Placed cells, one color a class:
Scale: 4 px per um. Fill, decap, tap and diode cells in gray.
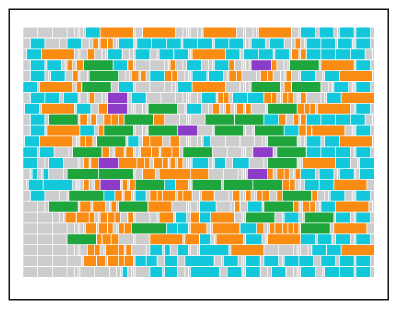
The clock network:
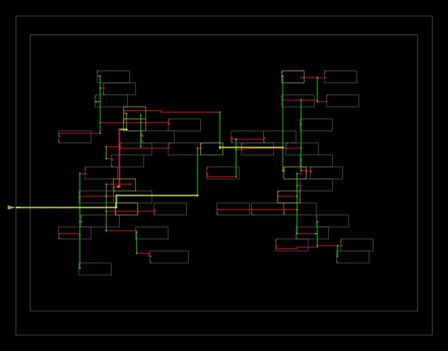
Close-up of the layout:
Window x 35 to 60, y 24 to 49 um. Cells in gray, sequential cells in the stronger gray; small squares are vias.
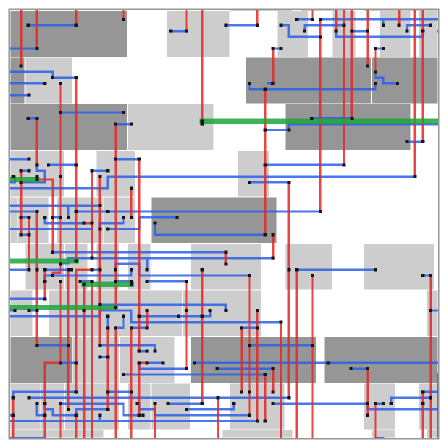
## src/rtl/vga_pkg.sv

```systemverilog
// ---------------------------------------------------------------------------
// vga_pkg
// Shared constants for the VGA pixel path: field widths of the adapter write
// port, visible screen size, and the state type of the pixel write arbiter.
// No ports (package).
// ---------------------------------------------------------------------------
package vga_pkg;

  localparam int X_W      = 8;
  localparam int Y_W      = 7;
  localparam int COLOUR_W = 9;

  // Visible area; typed to the coordinate widths so compares stay width-clean.
  localparam logic [X_W-1:0] SCREEN_W = 8'd160;
  localparam logic [Y_W-1:0] SCREEN_H = 7'd120;

  typedef enum logic [0:0] {
    ST_IDLE = 1'b0,
    ST_OWN  = 1'b1
  } arb_state_e;

endpackage

```

## src/rtl/rr_pick.sv

```systemverilog
// ---------------------------------------------------------------------------
// rr_pick
// Combinational round-robin picker: returns the first asserted request found
// searching upward from ptr_i+1 with wrap-around (ptr_i itself is checked last).
// Ports:
//   req_i   [N_SRC-1:0]  request vector
//   ptr_i   [IDX_W-1:0]  index of the most recently served source
//   valid_o              at least one request is asserted
//   idx_o   [IDX_W-1:0]  index of the chosen request (0 when !valid_o)
// ---------------------------------------------------------------------------
module rr_pick #(
  parameter int N_SRC = 4,
  parameter int IDX_W = 3
) (
  input  logic [N_SRC-1:0] req_i,
  input  logic [IDX_W-1:0] ptr_i,
  output logic             valid_o,
  output logic [IDX_W-1:0] idx_o
);

  // Outer loop walks the search distance; the first hit locks the result.
  always_comb begin
    valid_o = 1'b0;
    idx_o   = '0;
    for (int k = 1; k <= N_SRC; k++) begin
      for (int i = 0; i < N_SRC; i++) begin
        if (!valid_o && req_i[i] && (((int'(ptr_i) + k) % N_SRC) == i)) begin
          valid_o = 1'b1;
          idx_o   = IDX_W'(i);
        end
      end
    end
  end

endmodule

```

## src/rtl/pixel_write_arbiter.sv

```systemverilog
// ---------------------------------------------------------------------------
// pixel_write_arbiter
// Merges N_SRC pixel streams into the single VGA adapter write port. Sources
// are served round-robin; the owner keeps the port for a whole burst until
// its request drops or MAX_BURST pixels have been taken (0 = no cap). One
// IDLE cycle always separates two ownerships.
//
// Handshake: src_req[i] high means source i presents a valid pixel. In OWN,
// src_grant[owner] = src_req[owner] combinationally; a grant means that pixel
// is consumed at this clock edge and the source must present its next pixel
// (or drop req). Non-owners must hold req until they are granted.
//
// Ports:
//   clk, reset            clock, synchronous active-high reset
//   src_req   [N]         per-source request
//   src_x     [8N]        packed x, source i at [8i+7:8i]
//   src_y     [7N]        packed y, source i at [7i+6:7i]
//   src_colour[9N]        packed colour, source i at [9i+8:9i]
//   src_grant [N]         one-hot consume strobe
//   vga_x/vga_y/vga_colour/vga_plot  registered adapter write port
//   busy                  high while a source owns the port (state OWN)
//   owner     [3]         index of current or last owner
//
// Optional build macro PIXEL_CLIP_EN: granted pixels outside the 160x120
// screen are consumed and counted but not plotted.
// ---------------------------------------------------------------------------
module pixel_write_arbiter
  import vga_pkg::*;
#(
  parameter int N_SRC     = 4,
  parameter int MAX_BURST = 64
) (
  input  logic                      clk,
  input  logic                      reset,
  input  logic [N_SRC-1:0]          src_req,
  input  logic [X_W*N_SRC-1:0]      src_x,
  input  logic [Y_W*N_SRC-1:0]      src_y,
  input  logic [COLOUR_W*N_SRC-1:0] src_colour,
  output logic [N_SRC-1:0]          src_grant,
  output logic [X_W-1:0]            vga_x,
  output logic [Y_W-1:0]            vga_y,
  output logic [COLOUR_W-1:0]       vga_colour,
  output logic                      vga_plot,
  output logic                      busy,
  output logic [2:0]                owner
);

  // With no cap the counter is never consulted; keep it one bit wide.
  localparam int CNT_W = (MAX_BURST > 0) ? $clog2(MAX_BURST + 1) : 1;
  localparam logic [CNT_W-1:0] CNT_MAX  = '1;
  localparam logic [CNT_W-1:0] CNT_LAST = CNT_W'(MAX_BURST - 1);

  arb_state_e           state_q, state_d;
  logic [2:0]           ptr_q, ptr_d;
  logic [2:0]           owner_q, owner_d;
  logic [CNT_W-1:0]     cnt_q, cnt_d;
  logic [X_W-1:0]       vga_x_q, vga_x_d;
  logic [Y_W-1:0]       vga_y_q, vga_y_d;
  logic [COLOUR_W-1:0]  vga_col_q, vga_col_d;
  logic                 plot_q, plot_d;

  logic                 pick_valid;
  logic [2:0]           pick_idx;

  logic                 own_req;
  logic [X_W-1:0]       own_x;
  logic [Y_W-1:0]       own_y;
  logic [COLOUR_W-1:0]  own_col;

  rr_pick #(
    .N_SRC (N_SRC),
    .IDX_W (3)
  ) u_rr_pick (
    .req_i   (src_req),
    .ptr_i   (ptr_q),
    .valid_o (pick_valid),
    .idx_o   (pick_idx)
  );

  // Select the current owner's request and pixel.
  always_comb begin
    own_req = 1'b0;
    own_x   = '0;
    own_y   = '0;
    own_col = '0;
    for (int i = 0; i < N_SRC; i++) begin
      if (owner_q == 3'(i)) begin
        own_req = src_req[i];
        own_x   = src_x[X_W*i +: X_W];
        own_y   = src_y[Y_W*i +: Y_W];
        own_col = src_colour[COLOUR_W*i +: COLOUR_W];
      end
    end
  end

  always_comb begin
    state_d   = state_q;
    ptr_d     = ptr_q;
    owner_d   = owner_q;
    cnt_d     = cnt_q;
    vga_x_d   = vga_x_q;
    vga_y_d   = vga_y_q;
    vga_col_d = vga_col_q;
    plot_d    = 1'b0;
    src_grant = '0;

    unique case (state_q)
      ST_IDLE: begin
        if (pick_valid) begin
          owner_d = pick_idx;
          cnt_d   = '0;
          state_d = ST_OWN;
        end
      end

      ST_OWN: begin
        if (own_req) begin
          for (int i = 0; i < N_SRC; i++) begin
            if (owner_q == 3'(i)) src_grant[i] = 1'b1;
          end
          vga_x_d   = own_x;
          vga_y_d   = own_y;
          vga_col_d = own_col;
`ifdef PIXEL_CLIP_EN
          plot_d    = (own_x < SCREEN_W) && (own_y < SCREEN_H);
`else
          plot_d    = 1'b1;
`endif
          if (cnt_q != CNT_MAX) cnt_d = cnt_q + CNT_W'(1);
          // This grant is the MAX_BURST-th of the ownership: hand the port on.
          if ((MAX_BURST != 0) && (cnt_q == CNT_LAST)) begin
            state_d = ST_IDLE;
            ptr_d   = owner_q;
          end
        end else begin
          state_d = ST_IDLE;
          ptr_d   = owner_q;
        end
      end

      default: state_d = ST_IDLE;
    endcase
  end

  always_ff @(posedge clk) begin
    if (reset) begin
      state_q   <= ST_IDLE;
      ptr_q     <= 3'(N_SRC - 1);
      owner_q   <= '0;
      cnt_q     <= '0;
      vga_x_q   <= '0;
      vga_y_q   <= '0;
      vga_col_q <= '0;
      plot_q    <= 1'b0;
    end else begin
      state_q   <= state_d;
      ptr_q     <= ptr_d;
      owner_q   <= owner_d;
      cnt_q     <= cnt_d;
      vga_x_q   <= vga_x_d;
      vga_y_q   <= vga_y_d;
      vga_col_q <= vga_col_d;
      plot_q    <= plot_d;
    end
  end

  assign vga_x      = vga_x_q;
  assign vga_y      = vga_y_q;
  assign vga_colour = vga_col_q;
  assign vga_plot   = plot_q;
  assign busy       = (state_q == ST_OWN);
  assign owner      = owner_q;

endmodule
```

## config.mk

```make
export PLATFORM = sky130hd
export DESIGN_NAME = pixel_write_arbiter
export DESIGN_NICKNAME = d
export VERILOG_FILES = /design/src/rtl/vga_pkg.sv /design/src/rtl/rr_pick.sv /design/src/rtl/pixel_write_arbiter.sv
export SDC_FILE = /design/constraint.sdc
export NUM_CORES = 1
export LEC_CHECK = 0
export ABC_AREA = 0
export CAP_MARGIN = 20
export CORE_ASPECT_RATIO = 0.75
export CORE_MARGIN = 3
export CORE_UTILIZATION = 37
export CTS_CLUSTER_DIAMETER = 100
export DETAILED_ROUTE_END_ITERATION = 7
export GPL_ROUTABILITY_DRIVEN = 0
export PLACE_DENSITY = 0.8
export RECOVER_POWER = 25
export SETUP_SLACK_MARGIN = 0.1
export SLEW_MARGIN = 10
export SYNTH_ARGS = -nofsm -noshare
export SYNTH_HDL_FRONTEND = slang
export SYNTH_HIERARCHICAL = 1
export SYNTH_SLANG_ARGS = --single-unit
```

## constraint.sdc

```tcl
create_clock -name clk -period 1.9 [get_ports clk]
set_input_delay 0.285 -clock clk [delete_from_list [all_inputs] [get_ports clk]]
set_output_delay 0.285 -clock clk [all_outputs]
set_load 0.05 [all_outputs]
```

==> flow_summary.json <==
{
  "clk_share_pct": 2.841,
  "num_vias": 2284,
  "p_sw_share_pct": 30.95,
  "switching_power_mw": 0.7701,
  "top_layer": "met4",
  "grt_overflow": 0,
  "grt_busiest_layer": "met2",
  "holdPathStages": 2,
  "regArea_um2": 773.2,
  "track_usage_pct": 20.88,
  "hold_class": "reg2reg",
  "grtUsageMet3_pct": 6.321,
  "p_leak_nw": 1.357,
  "maxCapViolCount": 0,
  "nWellTaps": 75,
  "comb_cells": 169,
  "num_antenna_cells": 0,
  "num_io_pins": 135,
  "tns_ns": 0,
  "power_density_nw_per_um2": 642.2,
  "die_area_um2": 6821,
  "max_stage_delay_ns": 0.54,
  "required_ns": 1.62,
  "n_all_buffers": 154,
  "r2r_cells": 7,
  "setup_slack_ns": 0.08256,
  "fin_hold_ws_ns": 0.4561,
  "min_to": "vga_colour[6]",
  "pwr-share-seq_pct": 36.0,
  "die_w_um": 94.37,
  "period_needed_ns": 1.817,
  "path_depth": 4,
  "dp_hpwl_mm": 5.601,
  "drt-total-wl_mm": 7.124,
  "status": "finished clean",
  "final_util_pct": 70.50,
  "setup_viol": 0,
  "seq_area_share_pct": 19.95,
  "worst_setup_path_end_kind": "output port",
  "fin_nets": 475,
  "total_power_mw": 2.488,
  "fillers": 453,
  "syn_nets": 332,
  "area_growth_pct": 78.81,
  "power-top-group": "combinational cells",
  "crit_fanout": 4,
  "detail-route-antenna-nets": 0,
  "postSynthAreaPerCell_um2": 9.463,
  "slew_headroom_pct": 60.45,
  "final_hold_viol_count": 0,
  "wl_met3_um": 765,
  "cp-start-kind": "flop",
  "drive_above_1_share_pct": 19.30,
  "crit_chain": "mux4_2 -> nand2_4 -> nor3b_4 -> buf_6",
  "log.warning_count": 29,
  "lay_top_cells": "clkdlybuf4s50_1, nand2_1, dfxtp_1, a21oi_1, mux4_2",
  "wl_per_cell_um": 15.90,
  "pre_cts_ws_ns": -0.1534,
  "first_pass_iters": 4,
  "die_y_um": 72.28,
  "critPathKind": "reg2out",
  "pwr-share-clk_pct": 25.3,
  "wl_met2_mm": 3.435,
  "slowest_stage": "mux4_2",
  "pg_comb_mw": 0.961,
  "ctsHoldBuffers": 0,
  "post_cts_resized": 9,
  "route.detailed.drc": 0,
  "r2r_slack_ns": 0.14,
  "powerSeq_mw": 0.897,
  "dominant-cell-class": "non-clock buffers",
  "core_area_um2": 5497,
  "crit_end": "src_grant[2]",
  "yosys_warnings": 6
}
Back to the opening pictures, 'placed cells, one color a class':
legend:
  green:
    class: registers
    cells: 38
    share_of_their_area: 20%
  purple:
    class: clock drivers and dummy loads
    cells: 8
    share_of_their_area: 2.9%
  cyan:
    class: remaining buffers and delay cells
    cells: 154
    share_of_their_area: 40%
  orange:
    class: remaining logic cells
    cells: 173
    share_of_their_area: 36%

Back to the opening pictures, 'the clock network':
# clk buffers: 8
clk_skew: 0.004976 ns
clk_lat worst skew: 0.28 ns
TritonCTS Sinks: 38
Seq cells: 38

Back to the opening pictures, 'close-up of the layout':
legend:
  blue:
    layer: M1
  green:
    layer: M3
  red:
    layer: M2
cells with their middle in the window: 40
sequential cells in the window: 8
netlist names of flops here include: `vga_colour` (4), `cnt_q` (3)
most frequent: dfxtp_1 (8), nand2_1 (5), a21oi_1 (5)

Power and IR drop assume default switching activity.
